[config.mk]
export PLATFORM = sky130hd
export DESIGN_NAME = div32x32
export DESIGN_NICKNAME = d
export VERILOG_FILES = /design/src/rtl/div32x32.sv
export SDC_FILE = /design/constraint.sdc
export NUM_CORES = 1
export LEC_CHECK = 0
export ABC_AREA = 1
export ABC_CLOCK_PERIOD_IN_PS = 11100
export CAP_MARGIN = 20
export CELL_PAD_IN_SITES_DETAIL_PLACEMENT = 1
export CELL_PAD_IN_SITES_GLOBAL_PLACEMENT = 1
export CORE_MARGIN = 1
export CORE_UTILIZATION = 43
export CTS_CLUSTER_SIZE = 14
export DETAILED_ROUTE_END_ITERATION = 6
export PLACE_DENSITY_LB_ADDON = 0.1
export REMOVE_ABC_BUFFERS = 1
export SYNTH_ARGS = -nofsm -noshare
export SYNTH_HDL_FRONTEND = slang
export SYNTH_SLANG_ARGS = --single-unit
[constraint.sdc]
create_clock -name clk -period 11.1 [get_ports clk]
set_clock_uncertainty 0.05 [all_clocks]
set_input_delay 1.665 -clock clk [delete_from_list [all_inputs] [get_ports clk]]
set_output_delay 1.665 -clock clk [all_outputs]
set_load 0.02 [all_outputs]
[src/rtl/div32x32.sv]
// div32x32: iterative restoring 32/32 unsigned divider, BITS_PER_CYCLE quotient bits per clock; define DIV32X32_SIGNED_EN for signed_op support
module div32x32 #(
    parameter int BITS_PER_CYCLE = 1
) (
    input  logic        clk,
    input  logic        reset,
    input  logic        start,
`ifdef DIV32X32_SIGNED_EN
    input  logic        signed_op,
`endif
    input  logic [31:0] a,
    input  logic [31:0] b,
    output logic        busy,
    output logic [31:0] quotient,
    output logic [31:0] remainder,
    output logic        div_by_zero
);
    localparam logic [5:0] N = 6'(32 / BITS_PER_CYCLE);
    typedef enum logic [1:0] {IDLE, CALC, ZERO} state_t;
    state_t      r_state, w_state_nxt;
    logic        r_busy, r_dbz, r_neg_q, r_neg_r;
    logic [31:0] r_dvd, r_dvs, r_quot, r_rem;
    logic [5:0]  r_cnt;
    logic        w_sgn, w_accept, w_last, w_busy_nxt;
    logic [31:0] w_a_mag, w_b_mag, w_dvd_nxt, w_quot_nxt, w_rem_nxt, w_quot_fin, w_rem_fin;
    logic [32:0] w_sh, w_diff;
`ifdef DIV32X32_SIGNED_EN
    assign w_sgn = signed_op;
`else
    assign w_sgn = 1'b0;
`endif
    assign w_accept    = r_state == IDLE && start;
    assign w_last      = r_cnt == 6'd1;
    assign w_a_mag     = w_sgn && a[31] ? -a : a;
    assign w_b_mag     = w_sgn && b[31] ? -b : b;
    assign w_quot_fin  = r_neg_q ? -w_quot_nxt : w_quot_nxt;
    assign w_rem_fin   = r_neg_r ? -w_rem_nxt : w_rem_nxt;
    assign busy        = r_busy;
    assign quotient    = r_quot;
    assign remainder   = r_rem;
    assign div_by_zero = r_dbz;

    always_ff @(posedge clk or posedge reset)
        if (reset) r_state <= IDLE;
        else       r_state <= w_state_nxt;

    always_comb
        w_state_nxt = r_state == IDLE ? (start ? (b == '0 ? ZERO : CALC) : IDLE) :
                      r_state == CALC ? (w_last ? IDLE : CALC) : IDLE;

    always_comb
        w_busy_nxt = w_state_nxt != IDLE;

    always_ff @(posedge clk or posedge reset)
        if (reset) r_busy <= 1'b0;
        else       r_busy <= w_busy_nxt;

    // the 33-bit shifted remainder makes the trial subtract's borrow the sign bit
    always_comb begin
        w_rem_nxt  = r_rem;
        w_quot_nxt = r_quot;
        w_dvd_nxt  = r_dvd;
        w_sh       = '0;
        w_diff     = '0;
        for (int i = 0; i < BITS_PER_CYCLE; i++) begin
            w_sh       = {w_rem_nxt, w_dvd_nxt[31]};
            w_diff     = w_sh - {1'b0, r_dvs};
            w_dvd_nxt  = w_dvd_nxt << 1;
            w_rem_nxt  = w_diff[32] ? w_sh[31:0] : w_diff[31:0];
            w_quot_nxt = {w_quot_nxt[30:0], ~w_diff[32]};
        end
    end

    // divide-by-zero keeps the raw dividend so the remainder reports a unchanged
    always_ff @(posedge clk or posedge reset)
        if (reset) begin
            r_dvd   <= '0;
            r_dvs   <= '0;
            r_quot  <= '0;
            r_rem   <= '0;
            r_dbz   <= 1'b0;
            r_cnt   <= '0;
            r_neg_q <= 1'b0;
            r_neg_r <= 1'b0;
        end else if (w_accept) begin
            r_dvd   <= b == '0 ? a : w_a_mag;
            r_dvs   <= w_b_mag;
            r_quot  <= '0;
            r_rem   <= '0;
            r_dbz   <= 1'b0;
            r_cnt   <= N;
            r_neg_q <= w_sgn && (a[31] ^ b[31]);
            r_neg_r <= w_sgn && a[31];
        end else if (r_state == CALC) begin
            r_dvd  <= w_dvd_nxt;
            r_cnt  <= r_cnt - 6'd1;
            r_quot <= w_last ? w_quot_fin : w_quot_nxt;
            r_rem  <= w_last ? w_rem_fin : w_rem_nxt;
        end else if (r_state == ZERO) begin
            r_quot <= '1;
            r_rem  <= r_dvd;
            r_dbz  <= 1'b1;
        end
endmodule
==> ci_impl_report.md, run 1 <==
### Metrics collected by this job

| Metric | Value |
|---|---|
| Max FO, Critical Path | `33` |
| Unrepaired setup endpoints after global routing | `no` |
| M1 GR Usage | `37.0%` |
| Clock latency on the worst-skew pair | `0.42 ns` |
| Most frequent cell after synthesis | `nand2_1` |
| CTS max path bufs | `2` |
| Yosys top cell by area | `dfrtp_1` |
| I/O pin count | `133` |
| Synth-to-Final Area Change | `22.7%` |
| Cell area leaders | `dfrtp_1, nand2_1, inv_1` |
| Final critical-path share of the clock period | `between 40% and 50%` |
| Most used routing layer | `met2` |
| Final setup viols | `0` |
| Critical path cell sequence | `clkdlybuf4s50_1 -> nand3_2 -> inv_2 -> nor2_2 -> inv_2 -> nor2_2 -> buf_4 -> inv_2 -> nand2_1 -> o21ai_0` |
| CP Launch Type | `input pin` |
| Yosys stat area | `roughly 0.0094 mm2` |
| Fin crit period | `4.84 ns` |
| Crit path from | `start` |
| Register area share after synthesis | `between 30% and 40%` |
| Synth flops | `138` |
| Aoi share | `between 10 and 15%` |
| Adder and majority cell fraction of the synthesized area | `under 10%` |
| DRC violation count after routing | `0` |
| Crit path to | `quotient[24]` |
| Largest net degree at the start of global routing | `81` |
| ANT nets after route | `0` |
| Final Hold Fails | `0` |
| Router iterations before antenna repair | `4` |
| Vias in the first global route | `slightly above 9,000` |
| Hold-critical path depth | `2` |
| Max-slew violation count | `0` |
| Top Layer Used | `met4` |
| Post-synth EDFFs | `0` |
| Chip area | `~0.022 mm2` |
| Netlist cell types | `approximately 40` |
| Sinks on Clock Net | `roughly 140` |
| CTS Buf Count | `17` |
| Diode count | `0` |
| Max-cap viol count | `0` |
| Reg2reg setup slack | `approximately 7.5 ns` |
| Top delay family on crit path | `buffers and inverters` |
| Sum Neg Setup Slack | `0 ns` |
| Iteration-0 DRC Markers | `~420` |
| Critical register-to-register path endpoint | `quotient[24]` |
| Hold Crit Endpoint | `quotient[31]` |
| Critical path required time | `11.37 ns` |
| Worst path buffer plus inverter count | `5` |
| Aggregate global routing overflow | `0` |
| Clock root cell | `clkbuf_16` |
| Final cell count without fillers | `about 1,700` |
| Routed WL per cell | `between 15 and 20 um` |
| Cell Area, Synth | `about 0.0094 mm2` |
| WP data arrival | `about 5 ns` |
| FILL cells | `approximately 2,700` |
| Port Buffers | `132` |
| Detail Placement HPWL | `22,100 um` |
| CP most frequent cell | `inv_2` |
| HP Class | `flop to flop` |
| Slew at the pin closest to its max-slew limit | `between 0.9 and 1 ns` |
| Cells on worst reg2reg path | `10` |
| NumNets Final | `around 1,500` |
| Worst-path clk slew | `approximately 0.070 ns` |
| Worst hold margin | `approximately 0.44 ns` |
| Met3 wire length | `about 1400 um` |
| Postcts setup bufs | `0` |
| OpenROAD warnings | `26` |
| Final WS setup | `roughly 6.3 ns` |
| Post-place setup slack | `5.80 ns` |
| Global-route wire length before repair | `between 40,000 and 50,000 um` |
| FF-to-FF Start | `r_state[1]` |
| Yosys top cell area share | `36.9%` |
| Synth logic family | `simple AND/OR/NAND/NOR gates` |
| Layout cells sized above 1 | `10.5%` |
| Simple Share, Synth | `approximately a third` |
| Instance count on the critical path | `10` |
| # placed instances | `1,684` |
| Met3 GRT Util | `between 5 and 6%` |
| Final wirelength | `a little under 30,000 um` |
| Crit path capture type | `flop` |
| Slowest stage delay, CP | `a little under 0.8 ns` |
| Met1 wire length | `around 14,000 um` |
| XOR/XNOR Area Share | `around 1.2%` |
| Synth top cells by count | `nand2_1, inv_1, dfrtp_1` |
| H-tree depth | `4` |
| Vias per inst | `between 5 and 6` |
| Cts-stage hold buffer count | `0` |
| Met2 Usage GRT | `between 40 and 50%` |
| Hold Path Origin | `quotient[31]` |
| Dpl cell area | `between 0.01 and 0.015 mm2` |
| Status | `finished, final reports clean` |
| Syn. warnings | `0` |
[run 1: kinds of logic after synthesis]
| family | after synthesis |
|---|---|
| flip-flops | 138 |
| AND/OR/NAND/NOR | 684 |
| AND-OR/OR-AND | 181 |
| XOR/XNOR | 13 |
| adder cells (fa/ha/maj) | 35 |
| buffers and inverters | 264 |
[run 1: area by class of cell]
| class | instances | area, um2 | area share (%) |
|---|---|---|---|
| multi-input combinational | 913 | 4850 | 42.2 |
| sequential | 138 | 3450 | 30.0 |
| timing repair buffer | 139 | 1390 | 12.1 |
| inverter | 220 | 831 | 7.23 |
| clock buffer | 17 | 425 | 3.70 |
| tap | 275 | 344 | 2.99 |
| clock inverter | 15 | 196 | 1.71 |
[run 1: cells in the final DEF (no fill, tap or decap), types with 2 or more instances in the layout]
master	count
a21oi_2	22
nand2_4	26
inv_6	6
dfrtp_1	138
nor2_1	107
o221ai_1	15
inv_8	4
clkdlybuf4s50_1	132
nor4_1	8
nand2_1	394
clkinvlp_4	2
xor2_1	3
buf_4	6
inv_2	18
nand3_2	23
ha_1	34
clkinv_8	2
xnor2_1	10
nor2_4	3
o21ai_1	23
o21ai_0	80
o211ai_1	3
inv_1	201
nand2_8	2
clkbuf_16	17
nor2_2	4
nand2_2	10
nand3_1	80
nor3_1	4
bufinv_16	2
nand4_1	10
a21oi_1	31
a21o_1	2
nand3b_1	10
o21bai_1	2
[run 1: state kept, by name, indices dropped and copies added (netlist names)]
| name | count |
|---|---|
| r_cnt | 6 |
| quotient | 32 |
| div_by_zero | 1 |
| remainder | 32 |
| busy | 1 |
| r_state | 2 |
| r_dvs | 32 |
| r_dvd | 32 |
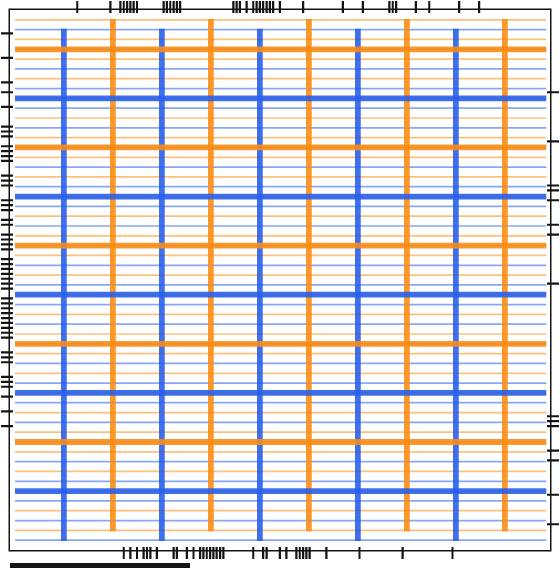
**Above:** run 1 (floorplan with the power grid).
Bar = 50 um. Pins as bars on the die edge.
legend:
  blue:
    net: VSS
  orange:
    net: VDD
met4 straps: 10
met5 straps: 10
met1 rails: 54
signal pins: 133
rows: 53
Die W: 150 um
Core Region: 0.0212 mm2
die y size: 150 um

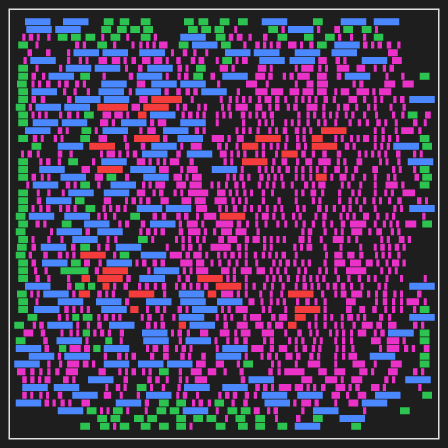
**Above:** run 1 (cells colored by class).
legend:
  red:
    class: clock drivers and dummy loads
    cells: 32
  green:
    class: other buffers and delay cells
    cells: 139
  magenta:
    class: all other logic
    cells: 1,133
  blue:
    class: flops
    cells: 138
Core Util, Final: 54.2%
Rows: 53
register share of the cell area: 30.0%
finished layout cell area: 0.0115 mm2

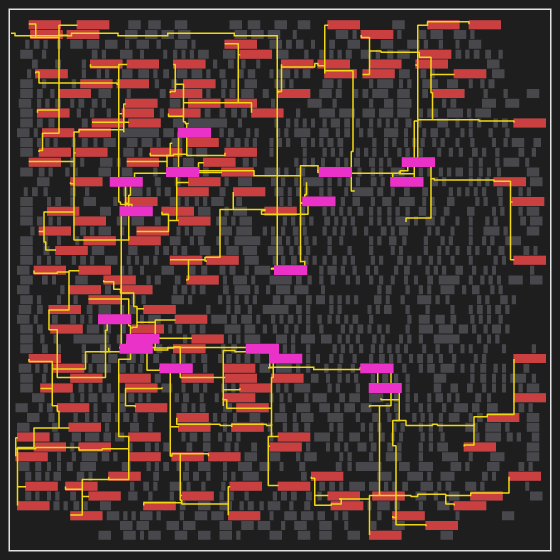
**Above:** run 1 (clock wires, drivers and flops).
legend:
  yellow:
    item: clock wires
    length: 2,200 um
  red:
    item: flip-flops
    count: 138
  magenta:
    item: cells driving clock nets
    count: 17
flops lie: widely spread
routed clock nets: 18

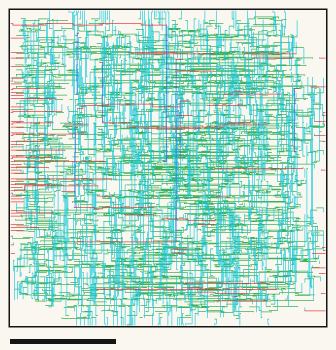
**Above:** run 1 (wiring by layer).
Bar = 50 um.
legend:
  blue:
    layer: met4
    wire_length: 303 um
  red:
    layer: met3
    wire_length: 1,430 um
  cyan:
    layer: met2
    wire_length: 13,800 um
  green:
    layer: met1
    wire_length: 13,700 um
via count: 8,872
GRT Util Overall: 27.6%

**Run 1: track usage over the die**

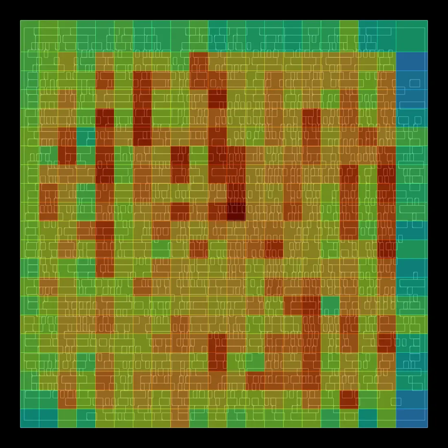

## Run 2: what changed since run 1
Settings changed: ABC_CLOCK_PERIOD_IN_PS 11100 to 5050, CORE_UTILIZATION 43 to 40.
Clock period 11.1 ns to 5.05 ns, I/O delays scaled along.
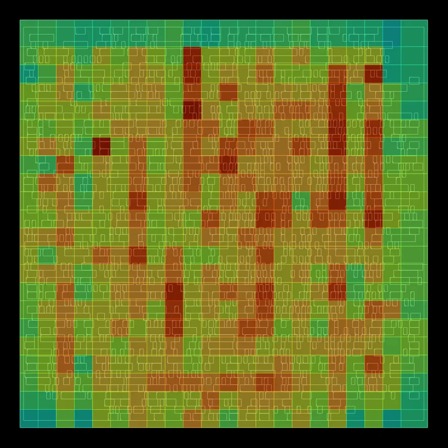
**Above:** run 2 (track usage over the die).
M1 GR Usage: 33.8%
Core Util, Final: 50.4%

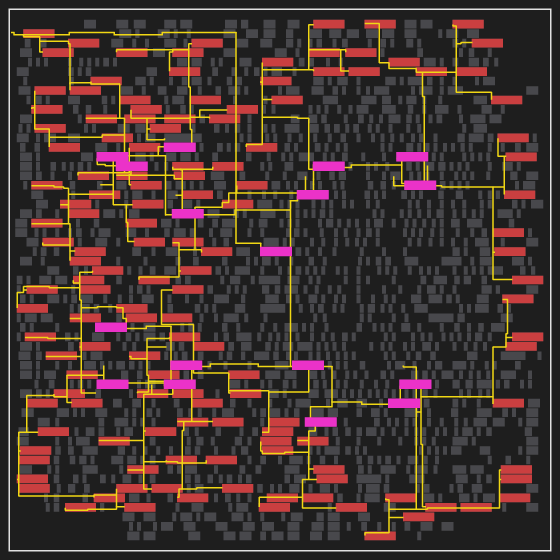
**Above:** run 2 (clock wires, drivers and flops).
legend:
  yellow:
    item: clock wires
    length: 2,140 um
  red:
    item: flip-flops
    count: 138
  magenta:
    item: cells driving clock nets
    count: 17
routed clock nets: 18

==> run 2 against run 1 <==
Effect of this change: worst hold slack worse by 0.0011 ns; synthesized area stayed put; critical endpoint is now quotient[22]; design area is 0.22% lower; critical path depth is 1 lower; sequential cell count stayed put; worst setup slack worse by 5.0 ns; global-route usage is 1.9 points lower.
==> ci_impl_report.md, run 2 <==
### Metrics collected by this job

| Metric | Value |
|---|---|
| Synth flops | `between 100 and 150` |
| Fin crit period | `between 3 and 4 ns` |
| Die y size | `between 150 and 200 um` |
| Cell Area, Synth | `between 0.009 and 0.01 mm2` |
| Final cell count without fillers | `1,755` |
| Aggregate global routing overflow | `0` |
| FILL cells | `about 2,900` |
| Met1 wire length | `between 10,000 and 15,000 um` |
| Max FO, Critical Path | `33` |
| Post-synth EDFFs | `0` |
| CP Class | `input pin to flop` |
| HP Class | `flop to flop` |
| Final Hold Fails | `0` |
| Slew at the pin closest to its max-slew limit | `approximately 1.1 ns` |
| Port Buffers | `around 130` |
| Synthesized area per cell | `7.12 um2` |
| Max-cap viol count | `0` |
| Largest net degree at the start of global routing | `about 81` |
| Register area share after synthesis | `a little under two fifths` |
| Top Layer Used | `met4` |
| Status | `finished, final reports clean` |
| Yosys top cell area share | `between 30% and 40%` |
| Final setup viols | `0` |
| CTS Buf Count | `17` |
| H-tree depth | `4` |
| Synth top cells by count | `nand2_1, inv_1, dfrtp_1` |
| Unrepaired setup endpoints after global routing | `no` |
| Clock root cell | `clkbuf_16` |
| RD Place Congestion | `between 0.8 and 0.9` |
| Post-Syn Instances | `around 1,300` |
| Most frequent cell after synthesis | `nand2_1` |
| Rows | `55` |
| Yosys stat area | `around 0.0094 mm2` |
| Netlist cell types | `approximately 40` |
| Yosys top cell by area | `dfrtp_1` |
| Fmax achieved | `roughly 260 MHz` |
| Routed WL per cell | `~17 um` |
| Critical path required time | `5.31 ns` |
| Postcts setup bufs | `0` |
| Met3 GRT Util | `between 5 and 6%` |
| GRT Util Overall | `25.7%` |
| Most used routing layer | `met2` |
| Synth-to-Final Area Change | `22.5%` |
| Syn. warnings | `0` |
| CTS max path bufs | `2` |
| Global-route wire length before repair | `a little under 50,000 um` |
| Clock latency on the worst-skew pair | `~0.43 ns` |
| Number of gates resized after CTS | `0` |
| Sinks on Clock Net | `about 140` |
| Primary FF master, synth | `dfrtp_1` |
| Most frequent logic cell in the layout | `nand2_1` |
| Met3 wire length | `~1800 um` |
| Cell area leaders | `dfrtp_1, nand2_1, inv_1` |
| CTS tree | `done` |
| Met2 Routed Length | `roughly 14,000 um` |
| Initial antenna violation count | `0` |
| CP Launch Type | `input pin` |
| Layout cells sized above 1 | `a little over a tenth` |
| Top cells excl fill/tap | `nand2_1, inv_1, dfrtp_1` |
| OpenROAD warnings | `26` |
| Cts-stage hold buffer count | `0` |
| Met2 Usage GRT | `42.7%` |
| Worst-path clk slew | `0.07 ns` |
| Max-slew headroom | `a little under 30%` |
| WP data arrival | `4.05 ns` |
| DRC violation count after routing | `0` |
| Max-slew violation count | `0` |
| ANT nets after route | `0` |
| Router iterations before antenna repair | `4` |
| Diode count | `0` |
| Core Region | `between 0.02 and 0.025 mm2` |
| Sum Neg Setup Slack | `0 ns` |
| Final wirelength | `approximately 30,000 um` |
| Die W | `155 um` |
| Pre-Place Util | `approximately 40%` |
| Crit path capture type | `flop` |
| I/O pin count | `between 100 and 150` |
| Iteration-0 DRC Markers | `approximately 440` |
| Cell count in the Yosys report | `approximately 1,300` |
| # placed instances | `1,723` |
| NumNets Final | `roughly 1,500` |
| Final critical-path share of the clock period | `approximately three quarters` |
| Vias per inst | `5.03` |
| Async SR Flop Fraction | `100%` |
| Chip area | `roughly 0.024 mm2` |
| Via count | `roughly 8,800` |
| Detail Placement HPWL | `22,200 um` |
| Vias in the first global route | `a little over 9,000` |
[run 2: cell counts after synthesis]
Identical to the previous run, type by type.
[run 2: metrics by stage]
stage               hold slack [ns]  area, um2  setup slack (ns)  util, %
global route                  0.473      11500             0.910     50.4
floorplan                     0.403       9130             0.448        -
finish                        0.441      11500              1.27     50.4
CTS                           0.444      11500              1.20     50.4
global placement              0.428      10900             0.927     47.9
detailed placement            0.428      10900             0.762     47.9
[run 2: path summary, 6_finish.rpt]
path,slack (ns),startpoint,end,cells past startpoint
max reg2reg,1.58,r_state[1],quotient[22],9
max in group asynchronous,3.22,reset,r_dvs[23],3
min in group asynchronous,0.71,reset,r_cnt[4],2
min reg2reg,0.44,r_dvs[11],r_dvs[11],2
max,1.27,start,quotient[22],9
min,0.44,r_dvs[11],r_dvs[11],2
[run 2: final cells by class]
class                           count  area [um2]  share of cell area [%]
Clock buffer                       18         429                    3.74
Inverter                          220         831                    7.24
Multi-Input combinational cell    913        4860                    42.4
Sequential cell                   138        3450                    30.1
Tap cell                          313         392                    3.41
Clock inverter                     14         135                    1.18
Timing Repair Buffer              139        1370                    12.0
[run 2: kinds of logic after synthesis]
family,share of synthesized area [%]
adders and majority gates,4.75
and+or+nand+nor,34.3
DFF,36.9
AOI/OAI and AO/OA,11.5
buffers and inverters,11.4
xor gates and xnor gates,1.22
[run 2: critical path, stage by stage]
cell and delay, ns:
clkdlybuf4s50_1 0.47, nand3_2 0.40, inv_2 0.22, nor2_4 0.05, inv_2 0.26, nor2_2 0.09, inv_2 0.51, nand2_1 0.80
o21ai_0 0.46
